Design series_job_scheduler, sky130hd; sources not shown.
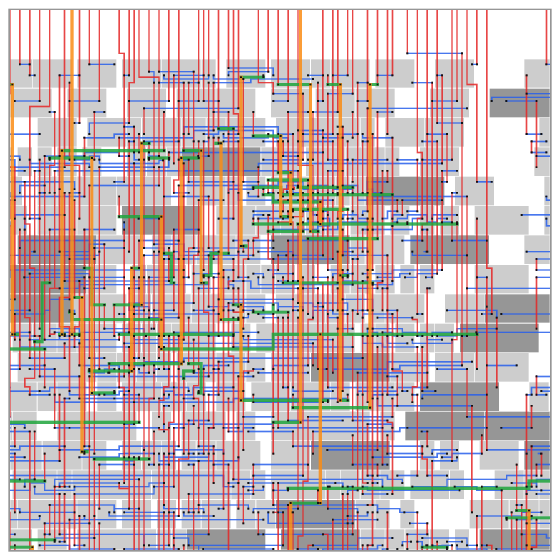
Figure 1: run 1, zoomed window.
Window x 26 to 76, y 47 to 97 um. Cells in gray, sequential cells in the stronger gray; small squares are vias.
[orange] metal 4
[red] metal 2
[blue] metal 1
[green] metal 3
most frequent: clkdlybuf4s50_1 (56), nand3_1 (38)
cells with their middle in the window: 233
sequential cells in the window: 20

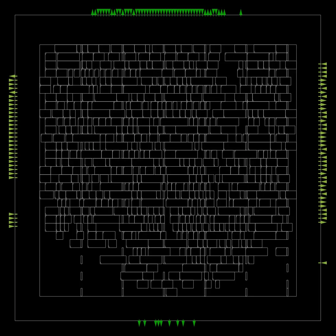
Figure 2: run 1, placed standard cells.
Tap Count: 99
end-of-flow core utilization: 0.721
Core Area: 0.00725 sq mm

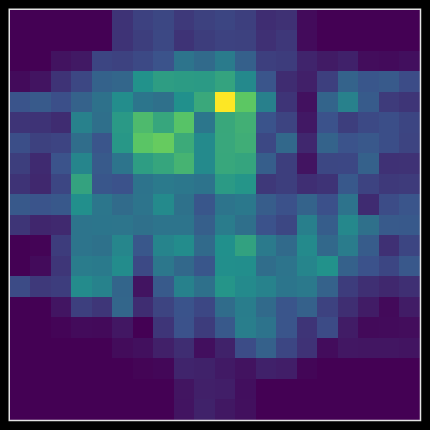
Figure 3: run 1, wire density map.
Scale: 4 px per um. 20 x 20 tiles, from dark purple (low) to yellow (high), scaled to the fullest tile. Values are wire area over tile area, all layers added.
emptiest ninth of the die: south-west
tiles over half the peak: 7.7%
nearly empty tiles: 21%
fullest tile: 0.89
mean over tiles: 0.20
final WL: 12400 um
Vias: 4091
average wire per standard cell: 16.9 um

==> impl_metrics.tcl, run 1 <==
# collected from the flow reports
set metrics [dict create \
    cpPeakStageDelay_ps 430 \
    whs_ps 464 \
    drive_gt1_frac 0.137 \
    globalRouteTotalUtil 0.214 \
    synth_cell_type_count 31 \
    outcome "finished, final reports clean" \
    synthTopLogicFamily "simple AND/OR/NAND/NOR gates" \
    io_pins 130 \
    top_layer "met4" \
    pg_clk_uw 955 \
    endpoint_kind "flop" \
    fin_crit_ps 1890 \
    clkbuf_count 11 \
    place.gp.congestion 0.876 \
    worstMarginPinSlew_ps 503 \
    power_frac_comb 0.285 \
    crit_path_cell_trace "buf_4 > nand2_1 > nand3_2 > nand2_2 > a21oi_4 > nand2_4 > nand2_8 > clkbuf_16 > nand3_1 > nand3_1 > nor2_1 > nor2_1" \
    cts_tree "yes" \
    startpoint_type "flop" \
    hold_viol_final 0 \
    p_seq_mw 1.28 \
    cp_top_family "simple AND/OR/NAND/NOR gates" \
    n_fill_cell 537 \
    cts-buffers-inserted 9 \
    crit_fanout 9 \
    pre_cts_ws_ps -51.7 \
    rows 31 \
    ys_warn_count 0 \
    bufAreaShareNonClock 0.316 \
    clkTransAtPathRegs_ps 60 \
    aoi_share 0.147 \
    fin_crit_sh 0.899 \
    synth-edff-count 0 \
    ys.flop_type "dfxtp_1" \
    max_freq_mhz 530 \
    top_cell "nand2_1" \
    slowest_stage "dfxtp_4" \
    crit_cells 12 \
    yosysCellCount 484 \
    switching_power_uw 996 \
    whs_path_depth 2 \
    logic_gate_count 352 \
    drcViolationCount 0 \
    top_usage_layer "met2" \
    syn_inst 484 \
    route.met3.wl_um 1030 \
    power_density_mw_per_mm2 599 \
    top_area_cell "dfxtp_1" \
    comb_share 0.354 \
    instances_no_fill 732 \
    largest_cell_class "combinational gates" \
    clk_path_buf_depth 2 \
    drtPass1Iterations 5 \
    maxCapViolCount 0 \
    use_met2 0.377 \
    r2r_cells 12 \
    clock_area_frac 0.0333 \
    inverters 44 \
    dp_cells 706 \
    ys_top_cells_by_count "nand2_1 (92), nand3_1 (78), dfxtp_1 (62)" \
    cts-htree-levels 3 \
    ys_seq_elements 62 \
    antennaDiodeCount 0 \
    rsz0062_at_grt "true" \
    root_buffer "clkbuf_8" \
    synth_seq_share 0.378 \
    holdBufCountCts 0 \
    grt_pass1_vias 3931 \
    grt_max_degree 29 \
    areaGrowthSynthToFinish_pct 59.0 \
    synthArstFlopShare 0 \
    fp_util 0.453 \
    ant_nets 0 \
    rrSetupSlack_ps 210 \
    grt_pass1_wl_um 18000 \
    synthAdderAreaFrac 0.0114 \
]
==> run 2: changes to the inputs <==
--- a/config.mk
+++ b/config.mk
@@ -10,6 +10,7 @@
 export CORE_MARGIN = 8
 export CORE_UTILIZATION = 44
 export CTS_CLUSTER_DIAMETER = 100
+export CTS_CLUSTER_SIZE = 30
 export DETAILED_ROUTE_END_ITERATION = 8
 export PLACE_DENSITY = 0.92
 export SETUP_SLACK_MARGIN = 0.2
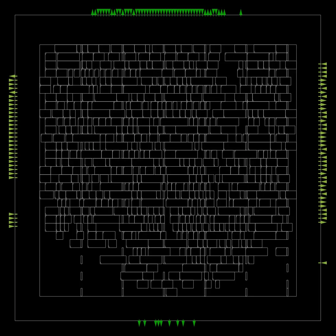
Figure 4: run 2, placed standard cells.
row count: 31
sequential cell count: 62

==> run 2 against run 1 <==
Against the previous run: combinational power about the same; final area unchanged; first-iteration DRC count unchanged; global-route usage unchanged; sequential share of layout area unchanged; critical path type unchanged; highest routed layer unchanged.
==> impl_metrics.tcl, run 2 <==
# collected from the flow reports
set metrics [dict create \
    hold_viol_final 0 \
    coreArea_sq_mm 0.00725 \
    crit_path_cell_trace "buf_4 > nand2_1 > nand3_2 > nand2_2 > a21oi_4 > nand2_4 > nand2_8 > clkbuf_16 > nand3_1 > nand3_1 > nor2_1 > nor2_1" \
    yosysCellCount 484 \
    drcViolationCount 0 \
    power_density_mw_per_mm2 599 \
    fin_crit_sh 0.899 \
    crit_cells 12 \
    p_seq_mw 1.28 \
    worstMarginPinSlew_ps 503 \
    ys_warn_count 0 \
    clock_area_frac 0.0333 \
    inverters 44 \
    wl_per_cell_um 16.9 \
    synth_cell_type_count 31 \
    top_area_cell "dfxtp_1" \
    fp_util 0.453 \
    ys.flop_type "dfxtp_1" \
    ys_seq_elements 62 \
    largest_cell_class "combinational gates" \
    clkbuf_count 11 \
    ys_top_cells_by_count "nand2_1 (92), nand3_1 (78), dfxtp_1 (62)" \
    max_freq_mhz 530 \
    synth-edff-count 0 \
    grtUsageMet3 0.0640 \
    outcome "finished, final reports clean" \
    pre_cts_ws_ps -51.7 \
    dp_cells 706 \
    drtPass1Iterations 5 \
    crit_fanout 9 \
    wl_um 12400 \
    top_cell "nand2_1" \
    holdBufCountCts 0 \
    cts-buffers-inserted 9 \
    power_frac_comb 0.285 \
    whs_ps 464 \
    endpoint_kind "flop" \
    cpPeakStageDelay_ps 430 \
    pg_clk_uw 955 \
    areaGrowthSynthToFinish_pct 59.0 \
    synthAdderAreaFrac 0.0114 \
    fin_util 0.721 \
    r2r_cells 12 \
    cts-htree-levels 3 \
    drive_gt1_frac 0.137 \
    route.met3.wl_um 1030 \
    synthTopLogicFamily "simple AND/OR/NAND/NOR gates" \
    pg_comb_uw 890 \
    io_pins 130 \
    bufAreaShareNonClock 0.316 \
    synthArstFlopShare 0 \
    whs_path_depth 2 \
    syn_inst 484 \
    clkTransAtPathRegs_ps 60 \
    synth_seq_share 0.378 \
    aoi_share 0.147 \
    instances_no_fill 732 \
    logic_gate_count 352 \
    cp_top_family "simple AND/OR/NAND/NOR gates" \
    top_usage_layer "met2" \
    seqCellArea_sq_mm 0.00125 \
    globalRouteTotalUtil 0.214 \
    maxCapViolCount 0 \
    cts_tree "yes" \
    grt_pass1_wl_um 18000 \
    power-top-group "registers" \
    startpoint_type "flop" \
    fin_crit_ps 1890 \
    rsz0062_at_grt "true" \
    rrSetupSlack_ps 210 \
    root_buffer "clkbuf_8" \
    tapcell.inserted 99 \
    top_layer "met4" \
]
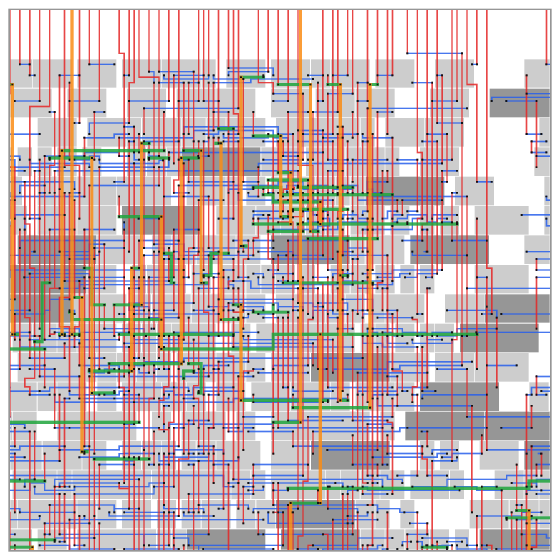
Figure 5: run 2, zoomed window.
Window x 26 to 76, y 47 to 97 um. Cells in gray, sequential cells in the stronger gray; small squares are vias.
[red] metal 2
[green] metal 3
[orange] metal 4
[blue] metal 1
sequential cells in the window: 20
cells with their middle in the window: 233
most frequent: clkdlybuf4s50_1 (56), nand3_1 (38)

Power is estimated from default activity; no workload was simulated.
